===== src/rtl/exe_mem_stage.sv =====
// rtl/exe_mem_stage.sv - EXE->MEM pipeline register with store lane pre-decode
// Optional performance counters are enabled with EXE_MEM_PERF_EN.
module exe_mem_stage #(
  parameter int ADDR_WIDTH  = 32,
  parameter int DATA_WIDTH  = 32,
  parameter int RADDR_WIDTH = 5,
  parameter int OP_WIDTH    = 4,
  parameter int STALL_IDX   = 3,
  parameter int CNT_WIDTH   = 32
) (
  input  logic                   clk_i,
  input  logic                   rst_i,
  input  logic                   valid_i,
  input  logic [RADDR_WIDTH-1:0] reg_waddr_i,
  input  logic                   reg_we_i,
  input  logic [DATA_WIDTH-1:0]  reg_wdata_i,
  input  logic [ADDR_WIDTH-1:0]  mem_addr_i,
  input  logic [DATA_WIDTH-1:0]  mem_data_i,
  input  logic [OP_WIDTH-1:0]    mem_op_i,
  input  logic [5:0]             stall_i,
  input  logic                   flush_i,
  output logic                   valid_o,
  output logic [RADDR_WIDTH-1:0] reg_waddr_o,
  output logic                   reg_we_o,
  output logic [DATA_WIDTH-1:0]  reg_wdata_o,
  output logic [ADDR_WIDTH-1:0]  mem_addr_o,
  output logic [DATA_WIDTH-1:0]  mem_data_o,
  output logic [OP_WIDTH-1:0]    mem_op_o,
  output logic                   mem_we_o,
  output logic [3:0]             mem_be_o,
`ifdef EXE_MEM_PERF_EN
  output logic [CNT_WIDTH-1:0]   bubble_cnt_o,
  output logic [CNT_WIDTH-1:0]   hold_cnt_o,
`endif
  output logic                   misalign_o
);

  localparam logic [OP_WIDTH-1:0] MEM_NOP = OP_WIDTH'(0);
  localparam logic [OP_WIDTH-1:0] LB      = OP_WIDTH'(1);
  localparam logic [OP_WIDTH-1:0] LH      = OP_WIDTH'(2);
  localparam logic [OP_WIDTH-1:0] LW      = OP_WIDTH'(3);
  localparam logic [OP_WIDTH-1:0] LBU     = OP_WIDTH'(4);
  localparam logic [OP_WIDTH-1:0] LHU     = OP_WIDTH'(5);
  localparam logic [OP_WIDTH-1:0] SB      = OP_WIDTH'(6);
  localparam logic [OP_WIDTH-1:0] SH      = OP_WIDTH'(7);
  localparam logic [OP_WIDTH-1:0] SW      = OP_WIDTH'(8);

  logic hold, bubble, load_en, clear;
  logic is_byte, is_half, is_word, is_load, is_store, misalign;
  logic [1:0] a;
  logic [3:0] be_n;
  logic [DATA_WIDTH-1:0] data_n;
  logic unused_stall;

  assign unused_stall = ^stall_i;
  assign hold    = stall_i[STALL_IDX] & stall_i[STALL_IDX+1];
  assign bubble  = stall_i[STALL_IDX] & ~stall_i[STALL_IDX+1];
  assign load_en = ~stall_i[STALL_IDX];
  // A load slot carrying no real instruction is indistinguishable from a bubble.
  assign clear   = rst_i | flush_i | bubble | (load_en & ~valid_i);

  always_comb begin
    a        = mem_addr_i[1:0];
    is_byte  = (mem_op_i == LB) || (mem_op_i == LBU) || (mem_op_i == SB);
    is_half  = (mem_op_i == LH) || (mem_op_i == LHU) || (mem_op_i == SH);
    is_word  = (mem_op_i == LW) || (mem_op_i == SW);
    is_load  = (mem_op_i == LB) || (mem_op_i == LBU) || (mem_op_i == LH) ||
               (mem_op_i == LHU) || (mem_op_i == LW);
    is_store = (mem_op_i == SB) || (mem_op_i == SH) || (mem_op_i == SW);
    misalign = (is_half && a[0]) || (is_word && (a != 2'b00));
    be_n     = 4'b0000;
    if (!misalign) begin
      if (is_byte)      be_n = 4'b0001 << a;
      else if (is_half) be_n = 4'b0011 << a;
      else if (is_word) be_n = 4'b1111;
    end
    data_n = mem_data_i;
    if (is_byte)      data_n = {(DATA_WIDTH/8){mem_data_i[7:0]}};
    else if (is_half) data_n = {(DATA_WIDTH/16){mem_data_i[15:0]}};
  end

  always_ff @(posedge clk_i) begin
    if (clear) begin
      valid_o     <= 1'b0;
      reg_waddr_o <= '0;
      reg_we_o    <= 1'b0;
      reg_wdata_o <= '0;
      mem_addr_o  <= '0;
      mem_data_o  <= '0;
      mem_op_o    <= MEM_NOP;
      mem_we_o    <= 1'b0;
      mem_be_o    <= 4'b0000;
      misalign_o  <= 1'b0;
    end else if (load_en) begin
      valid_o     <= 1'b1;
      reg_waddr_o <= reg_waddr_i;
      // Misaligned loads trap, so they must never reach the register file.
      reg_we_o    <= reg_we_i & ~(is_load & misalign);
      reg_wdata_o <= reg_wdata_i;
      mem_addr_o  <= mem_addr_i;
      mem_data_o  <= data_n;
      mem_op_o    <= mem_op_i;
      mem_we_o    <= is_store & ~misalign;
      mem_be_o    <= be_n;
      misalign_o  <= misalign;
    end
  end

`ifdef EXE_MEM_PERF_EN
  always_ff @(posedge clk_i) begin
    if (rst_i) begin
      bubble_cnt_o <= '0;
      hold_cnt_o   <= '0;
    end else begin
      if ((flush_i || bubble) && (bubble_cnt_o != {CNT_WIDTH{1'b1}}))
        bubble_cnt_o <= bubble_cnt_o + 1'b1;
      if (hold && !flush_i && (hold_cnt_o != {CNT_WIDTH{1'b1}}))
        hold_cnt_o <= hold_cnt_o + 1'b1;
    end
  end
`endif

endmodule


===== config.mk =====
export PLATFORM = sky130hd
export DESIGN_NAME = exe_mem_stage
export DESIGN_NICKNAME = d
export VERILOG_FILES = /design/src/rtl/exe_mem_stage.sv
export SDC_FILE = /design/constraint.sdc
export NUM_CORES = 1
export LEC_CHECK = 0
export CORE_MARGIN = 4
export CORE_UTILIZATION = 32
export CTS_CLUSTER_DIAMETER = 100
export CTS_CLUSTER_SIZE = 24
export DETAILED_ROUTE_END_ITERATION = 12
export HOLD_SLACK_MARGIN = 0.05
export PLACE_DENSITY = 0.68
export SLEW_MARGIN = 20
export SYNTH_ARGS = -nofsm -noshare
export SYNTH_HDL_FRONTEND = slang
export SYNTH_SLANG_ARGS = --single-unit

===== constraint.sdc =====
create_clock -name clk_i -period 1.2 [get_ports clk_i]
set_input_delay 0.12 -clock clk_i [delete_from_list [all_inputs] [get_ports clk_i]]
set_output_delay 0.12 -clock clk_i [all_outputs]
set_load 0.005 [all_outputs]

==> impl_metrics.env, run 1 <==
# yosys + openroad results
export IMPL_crit_family="flip-flops"
export IMPL_syn_avg_cell_area_um2=9.901
export IMPL_yosysWarnings=0
export IMPL_initial_core_util_pct=33.29
export IMPL_internal_power_uw=7937
export IMPL_clk_transition_reported_paths_ps=50
export IMPL_cp_start_kind="flip-flop"
export IMPL_path_max_fanout=2
export IMPL_edf_count=0
export IMPL_status="completed"
export IMPL_drt_total_wl_mm=15.59
export IMPL_slew_violations=0
export IMPL_fin_skew_ps=0
export IMPL_drt_pass1_iter_count=4
export IMPL_hold_viol=0
export IMPL_common_cells="dfxtp_1 (113), mux2i_1 (99), nor2_1 (81)"
export IMPL_synth_top_area_share_pct=48.20
export IMPL_num_vias=4514
export IMPL_grt_pass1_wl_mm=23.89
export IMPL_hold_class="input port to flip-flop"
export IMPL_synth_flop_count=113
export IMPL_chip_area_um2=16670
export IMPL_detail_route_antenna_nets=0
export IMPL_ys_seq_share_pct=48.20
export IMPL_area_leaders="dfxtp_1 (48%), mux2i_1 (21%), nor2_1 (6.5%)"
export IMPL_combGateArea_um2=2308
export IMPL_row_count=43
export IMPL_p_per_area_nw_per_um2=1268
==> run 1: per-layer routing <==
layer,vias up,global-route usage (%),routed length [µm]
met5,-,0,0
met4,0,8.894,500
met3,32,5.235,1083
met2,169,30.67,7532
met1,2131,21.35,6471
li1,2182,-,-
==> run 1: layout make-up <==
type,count,share of cell area [%]
Clock buffer,26,6.355
Timing Repair Buffer,277,32.59
Clock inverter,5,0.9369
Inverter,5,0.2342
Antenna cell,1,0.03123
Tap cell,180,2.811
Sequential cell,113,28.23
Multi-Input combinational cell,317,28.81
==> run 1: worst paths after layout <==
check	start	to	slack (ps)	depth (start not counted)
hold / removal	flush_i	mem_be_o[2]	160	3
setup reg to reg	mem_data_o[25]	mem_data_o[25]	510	1
hold reg to reg	mem_we_o	mem_we_o	470	2
setup / recovery	reg_we_o	reg_we_o	40	1
==> run 1: state kept, by name, summed over array words and instances, names as in the netlist <==
signal       count
mem_data_o      32
mem_be_o         4
misalign_o       1
mem_we_o         1
reg_we_o         1
mem_op_o         4
reg_wdata_o     32
valid_o          1
mem_addr_o      32
reg_waddr_o      5
==> run 1: metrics by stage <==
step / util (%) / total power, µW / hold WS, ps / instances / worst slack, ps
after global placement: 52.45 / 5281 / 453.0 / 883 / -569.2
after detailed placement: 52.45 / 5314 / 465.6 / 883 / -600.6
after CTS: 56.01 / 10250 / 203.6 / 918 / 21.18
after global routing: 56.84 / 10560 / 193.8 / 924 / -7.132
after floorplan: - / 4532 / 263.9 / 474 / -33.60
final: 56.84 / 10160 / 159.2 / 924 / 38.27
==> run 1: cell usage in the layout (no fill, tap or decap), types with 4 or more instances in the layout <==
cell type and instances:
dlygate4sd2_1 115, clkdlybuf4s50_1 101, o211ai_1 4, nand3_1 5, a21oi_1 29, clkbuf_16 19
dfxtp_1 113, o21ai_0 33, nand3b_1 5, buf_4 40, a21o_1 8, o221a_2 6
nor2_1 81, clkbuf_1 4, buf_6 4, buf_12 6, clkbuf_8 5, mux2i_1 97
==> run 1: cell families after synthesis <==
kind of cell / after synthesis / synth area share (%)
xor+xnor: 1 / 0.1867
flops: 113 / 48.20
fa+ha+maj: 4 / 1.066
mux: 99 / 21.11
buf+inv: 44 / 4.479
simple gates: 112 / 11.25
compound gates: 101 / 13.70
==> run 1: power by group through the flow <==
stage | Sequential, µW | Clock (µW) | Combinational [µW]
2_1_floorplan | 3960 | 0 | 568
3_3_place_gp | 3960 | 0 | 1320
3_5_place_dp | 3960 | 0 | 1350
4_1_cts | 3880 | 5050 | 1320
5_1_grt | 3890 | 5210 | 1460
6_report | 3880 | 4920 | 1360
==> run 1: repair_timing <==
| item | in CTS | in global routing |
|---|---|---|
| hold buffers | 0 | 0 |
| setup endpoints to repair | 223 | 31 |
| setup buffers | 2 | 3 |
| cloned | 2 | 2 |
| pin swaps | 5 | 6 |
| gates resized | 131 | 21 |
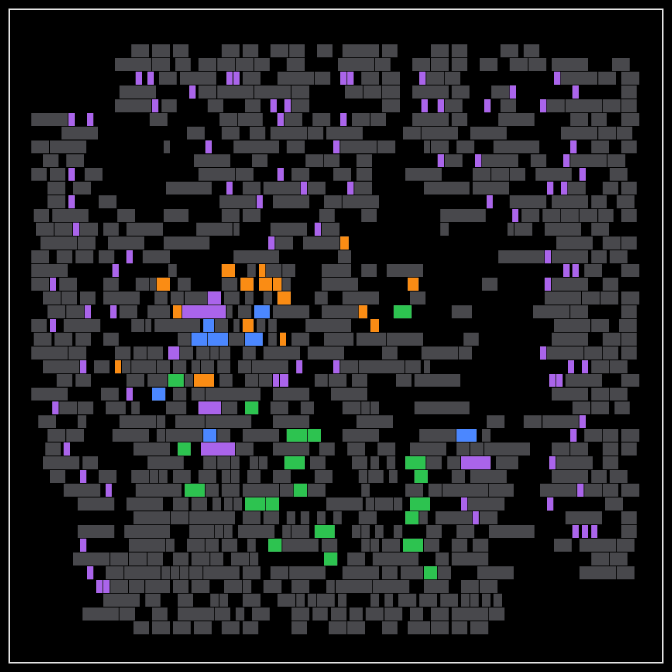
Figure 1: run 1, gate-type map.
non-inverting ao/oa cells -> green  # cells 20, most used a21o_1, where bottom centre
nand cells -> orange  # cells 16
nor cells -> purple  # cells 88, most used nor2_1, where all over the die
and/or cells -> blue  # cells 8
logic share of the area: 28.81%
post-route insts no fill: 924
most numerous logic cell after layout: dlygate4sd2_1

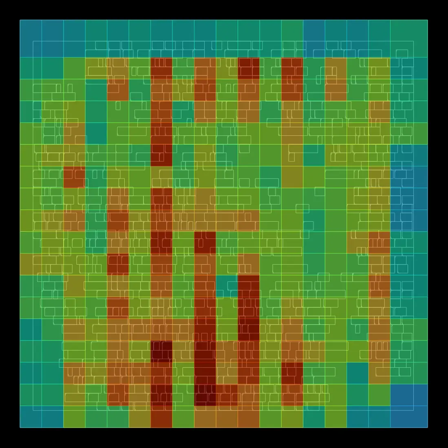
Figure 2: run 1, routing congestion map.
GRT met2 Usage: 30.67%
met3 usage: 5.235%
Routed wire per std cell: 16.87 µm
gr busiest metal: met2
M1 GR Usage: 21.35%

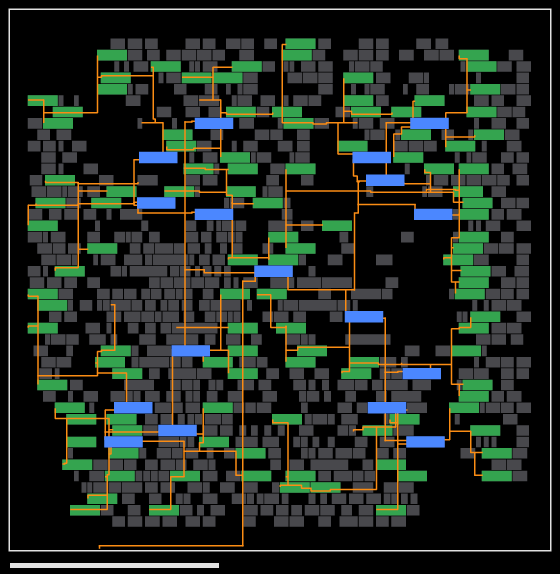
Figure 3: run 1, routed clock nets over the placement.
The bar under the picture is 50 µm long.
clock-net drivers -> blue  # count 17
clock wires -> orange  # length 1530 µm
flip-flops -> green  # count 113
routed clock nets = 18
Late-Pin Clk Latency: 400 ps
clock share of power: 48.4%

==> run 2: changes to the inputs <==
--- a/config.mk
+++ b/config.mk
@@ -5,7 +5,7 @@
 export SDC_FILE = /design/constraint.sdc
 export NUM_CORES = 1
 export LEC_CHECK = 0
-export CORE_MARGIN = 4
+export CORE_MARGIN = 2
 export CORE_UTILIZATION = 32
 export CTS_CLUSTER_DIAMETER = 100
 export CTS_CLUSTER_SIZE = 24
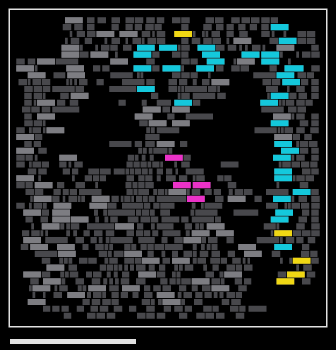
Figure 4: run 2, sequential cells coloured by netlist name.
The bar under the picture is 50 µm long. Other sequential cells in the stronger grey, the rest of the logic in the fainter grey.
reg_wdata_o -> cyan  # flops 32
mem_op_o -> magenta  # flops 4, where centre
reg_waddr_o -> yellow  # flops 5
not coloured = 72
seq pwr: 3880 µW
fraction of area in registers: 28.01%
Final Util: 56.06%
Register Area: 2265 µm²

==> run 2 against run 1 <==
  * Worst setup slack got worse by 5.9 ps
  * Non-clock buffer count shrank 5
  * Cell area grew 0.92%
  * Cell count unchanged
  * Utilization shrank 0.78 points
==> impl_metrics.env, run 2 <==
# yosys + openroad results
export IMPL_status="completed"
export IMPL_lay_top_count="dlygate4sd2_1"
export IMPL_hold_buffers=0
export IMPL_worst_r2r_setup_slack_ps=500
export IMPL_syn_avg_cell_area_um2=9.901
export IMPL_internal_power_uw=8522
export IMPL_row_count=44
export IMPL_grt_pass1_wl_mm=23.09
export IMPL_holdWs_ps=222.7
export IMPL_initial_core_util_pct=32.54
export IMPL_num_vias=4440
export IMPL_drt_total_wl_mm=14.72
export IMPL_path_max_fanout=5
export IMPL_chip_area_um2=15650
export IMPL_edf_count=0
export IMPL_clk_transition_reported_paths_ps=50
export IMPL_top_regs="mem_addr_o x32, mem_data_o x32, reg_wdata_o x32"
export IMPL_final_cell_mix="dlygate4sd2_1 (116), dfxtp_1 (111), clkdlybuf4s50_1 (104), mux2i_1 (99), nor2_1 (81)"
export IMPL_area_leaders="dfxtp_1 (48%), mux2i_1 (21%), nor2_1 (6.5%)"
export IMPL_common_cells="dfxtp_1 (113), mux2i_1 (99), nor2_1 (81)"
export IMPL_p_per_area_nw_per_um2=1334
export IMPL_cp_start_kind="input port"
export IMPL_drt_pass1_iter_count=4
export IMPL_ys_seq_share_pct=48.20
export IMPL_hold_viol=0
export IMPL_slew_violations=0
export IMPL_fin_area_um2=8087
export IMPL_detail_route_antenna_nets=0
export IMPL_final_cells=924
export IMPL_clockPowerShare_pct=51.5
export IMPL_synth_top_area_share_pct=48.20
export IMPL_dp_cells=880
export IMPL_hold_class="input port to flip-flop"
export IMPL_synth_flop_count=113
export IMPL_fin_skew_ps=0
export IMPL_yosysWarnings=0
export IMPL_crit_type="input port to flip-flop"
export IMPL_cts_path_max_buffers=2
-- run 2: netlist changes by cell type in the layout (fill, tap and decap cells not counted), moves of 3 or more --
cell,delta
buf_4,-7
a21oi_1,+3
a21oi_2,-3
bufinv_16,+3
clkbuf_1,-3
clkdlybuf4s50_1,+3
dlymetal6s2s_1,-3
-- run 2: kinds of logic (layout without fill, tap and decap cells) --
| group | count (synthesis) | after routing | share of synthesized area, % |
|---|---|---|---|
| AOI/OAI and AO/OA | 101 | 101 | 13.70 |
| xor gates and xnor gates | 1 | 1 | 0.1867 |
| adders and majority gates | 4 | 4 | 1.066 |
| buffers and inverters | 44 | 309 | 4.479 |
| DFF | 113 | 113 | 48.20 |
| muxes | 99 | 99 | 21.11 |
| other | 0 | 1 | 0 |
| and+or+nand+nor | 112 | 112 | 11.25 |
-- run 2: final timing paths --
path,startpoint,depth (start not counted),endpoint
hold / removal,stall_i[3],4,mem_be_o[0]
setup reg to reg,mem_data_o[26],1,mem_data_o[26]
setup / recovery,mem_op_i[0],6,mem_we_o
hold reg to reg,valid_o,1,valid_o
-- run 2: area by class of cell --
cell class	instances	area (µm²)
Antenna cell	1	2.502
Clock buffer	22	484.2
Clock inverter	10	178.9
Fill cell	1288	6337
Inverter	5	18.77
Multi-Input combinational cell	317	2291
Sequential cell	113	2265
Tap cell	184	230.2
Timing Repair Buffer	272	2616
-- run 2: worst max-delay path: stages --
cell,delay (ps)
clkdlybuf4s15_1,210
buf_6,150
nor4b_4,320
a31oi_1,80
or4b_1,470
a21oi_1,150
-- run 2: per-layer routing --
metal	routed length, µm	vias up	global-route usage (%)
li1	-	2166	-
met1	6054	2065	20.90
met4	372	0	8.366
met2	7210	186	31.01
met3	1084	23	7.274
met5	0	-	0
-- run 2: repair_timing --
| item | in CTS | in global routing |
|---|---|---|
| cloned | 2 | 1 |
| pin swaps | 8 | 5 |
| setup buffers | 6 | 2 |
| gates resized | 138 | 6 |
| endpoints found under the setup margin | 218 | 17 |
-- run 2: power by group through the flow --
stage | clock, µW | combinational, µW | sequential [µW]
after global placement | 0 | 1310 | 3960
after CTS | 5670 | 1330 | 3880
after floorplan | 0 | 568 | 3960
after global routing | 5840 | 1450 | 3890
final | 5560 | 1350 | 3880
after detailed placement | 0 | 1340 | 3960
-- run 2: metrics by stage --
step / setup WS (ps) / TNS (ps) / total power (µW)
floorplan: -33.60 / -33.60 / 4532
global placement: -604.7 / -52890 / 5270
detailed placement: -661.5 / -58020 / 5297
CTS: 4.788 / 0 / 10880
global route: -17.42 / -37.68 / 11180
finish: 32.34 / 0 / 10790
==> run 3: changes to the inputs <==
--- a/config.mk
+++ b/config.mk
@@ -5,6 +5,7 @@
 export SDC_FILE = /design/constraint.sdc
 export NUM_CORES = 1
 export LEC_CHECK = 0
+export ABC_CLOCK_PERIOD_IN_PS = 1200
 export CORE_MARGIN = 2
 export CORE_UTILIZATION = 32
 export CTS_CLUSTER_DIAMETER = 100
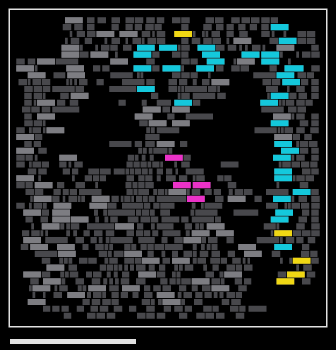
Figure 5: run 3, sequential cells coloured by netlist name.
The bar under the picture is 50 µm long. Other sequential cells in the stronger grey, the rest of the logic in the fainter grey.
reg_waddr_o -> yellow  # flops 5
reg_wdata_o -> cyan  # flops 32
mem_op_o -> magenta  # flops 4, where centre
not coloured = 72

==> run 3 against run 2 <==
  * Non-clock buffer count unchanged
  * Die area stayed put
  * Critical path type unchanged
  * Wire length did not move
  * Global-route usage unchanged
  * Maximum frequency stayed put
  * Sequential power about the same
  * Synthesized cell count is the same
  * First-iteration DRC count stayed put
==> impl_metrics.env, run 3 <==
# yosys + openroad results
export IMPL_status="completed"
export IMPL_drt_pass1_iter_count=4
export IMPL_cp_slowest_cell="or4b_1"
export IMPL_reg2regPathDepth=1
export IMPL_top_regs="mem_addr_o x32, mem_data_o x32, reg_wdata_o x32"
export IMPL_worstHoldStart="stall_i[3]"
export IMPL_row_count=44
export IMPL_area_leaders="dfxtp_1 (48%), mux2i_1 (21%), nor2_1 (6.5%)"
export IMPL_synth_top_area_share_pct=48.20
export IMPL_internal_power_uw=8522
export IMPL_ys_seq_share_pct=48.20
export IMPL_syn_avg_cell_area_um2=9.901
export IMPL_r2r_start="mem_data_o[26]"
export IMPL_chip_area_um2=15650
export IMPL_hold_end="mem_be_o[0]"
export IMPL_clockPowerShare_pct=51.5
export IMPL_hold_viol=0
export IMPL_final_cells=924
export IMPL_detail_route_antenna_nets=0
export IMPL_synth_flop_count=113
[run 3: power groups by stage]
stage / combinational [µW] / sequential, µW / clock (µW)
3_3_place_gp: 1310 / 3960 / 0
3_5_place_dp: 1340 / 3960 / 0
4_1_cts: 1330 / 3880 / 5670
2_1_floorplan: 568 / 3960 / 0
6_report: 1350 / 3880 / 5560
5_1_grt: 1450 / 3890 / 5840
[run 3: stage by stage]
step	power [µW]	area, µm²	setup TNS [ps]	hold WS (ps)	worst slack [ps]
global placement	5270	7371	-52890	438.6	-604.7
detailed placement	5297	7371	-58020	450.3	-661.5
floorplan	4532	4768	-33.60	263.9	-33.60
finish	10790	8087	0	222.7	32.34
CTS	10880	8029	0	210.6	4.788
global route	11180	8087	-37.68	247.9	-17.42
[run 3: repair_timing]
action                                  4_1_cts  5_1_grt
setup buffers                                 6        2
endpoints found under the setup margin      218       17
pin swaps                                     8        5
gates cloned                                  2        1
gates resized                               138        6
hold buffers                                  0        0
[run 3: logic make-up (layout without fill, tap and decap cells)]
logic type / count (synthesis) / in the layout
AND/OR/NAND/NOR: 112 / 112
buffers and inverters: 44 / 309
XOR/XNOR: 1 / 1
AND-OR/OR-AND: 101 / 101
flip-flops: 113 / 113
other: 0 / 1
multiplexers: 99 / 99
adder cells (fa/ha/maj): 4 / 4
[run 3: worst max-delay path by stage]
stage	from	end	slack (ps)	depth (start not counted)
2_1_floorplan	mem_op_i[0]	mem_we_o	-30	5
3_3_place_gp	mem_addr_i[0]	reg_we_o	-600	7
3_5_place_dp	mem_addr_i[0]	reg_we_o	-660	7
4_1_cts	mem_op_i[0]	mem_we_o	5	6
5_1_grt	stall_i[4]	mem_be_o[0]	-20	5
6_report	mem_op_i[0]	mem_we_o	30	6
[run 3: area by class of cell]
cell class | instances | share of cell area [%]
Antenna cell | 1 | 0.03095
Timing Repair Buffer | 272 | 32.35
Multi-Input combinational cell | 317 | 28.33
Inverter | 5 | 0.2321
Clock buffer | 22 | 5.988
Clock inverter | 10 | 2.213
Sequential cell | 113 | 28.01
Tap cell | 184 | 2.847
[run 3: metal layers]
| layer | vias to the layer above | wire [µm] | GRT usage (%) |
|---|---|---|---|
| li1 | 2166 | - | - |
| met1 | 2065 | 6054 | 20.90 |
| met2 | 186 | 7210 | 31.01 |
| met3 | 23 | 1084 | 7.274 |
| met4 | 0 | 372 | 8.366 |
| met5 | - | 0 | 0 |
[run 3: worst min-delay path: stages]
cell,delay [ps]
buf_4,120
buf_4,190
nand2_1,70
a21oi_1,60
Power figures rest on the tool's default switching activity, not on a simulated workload.
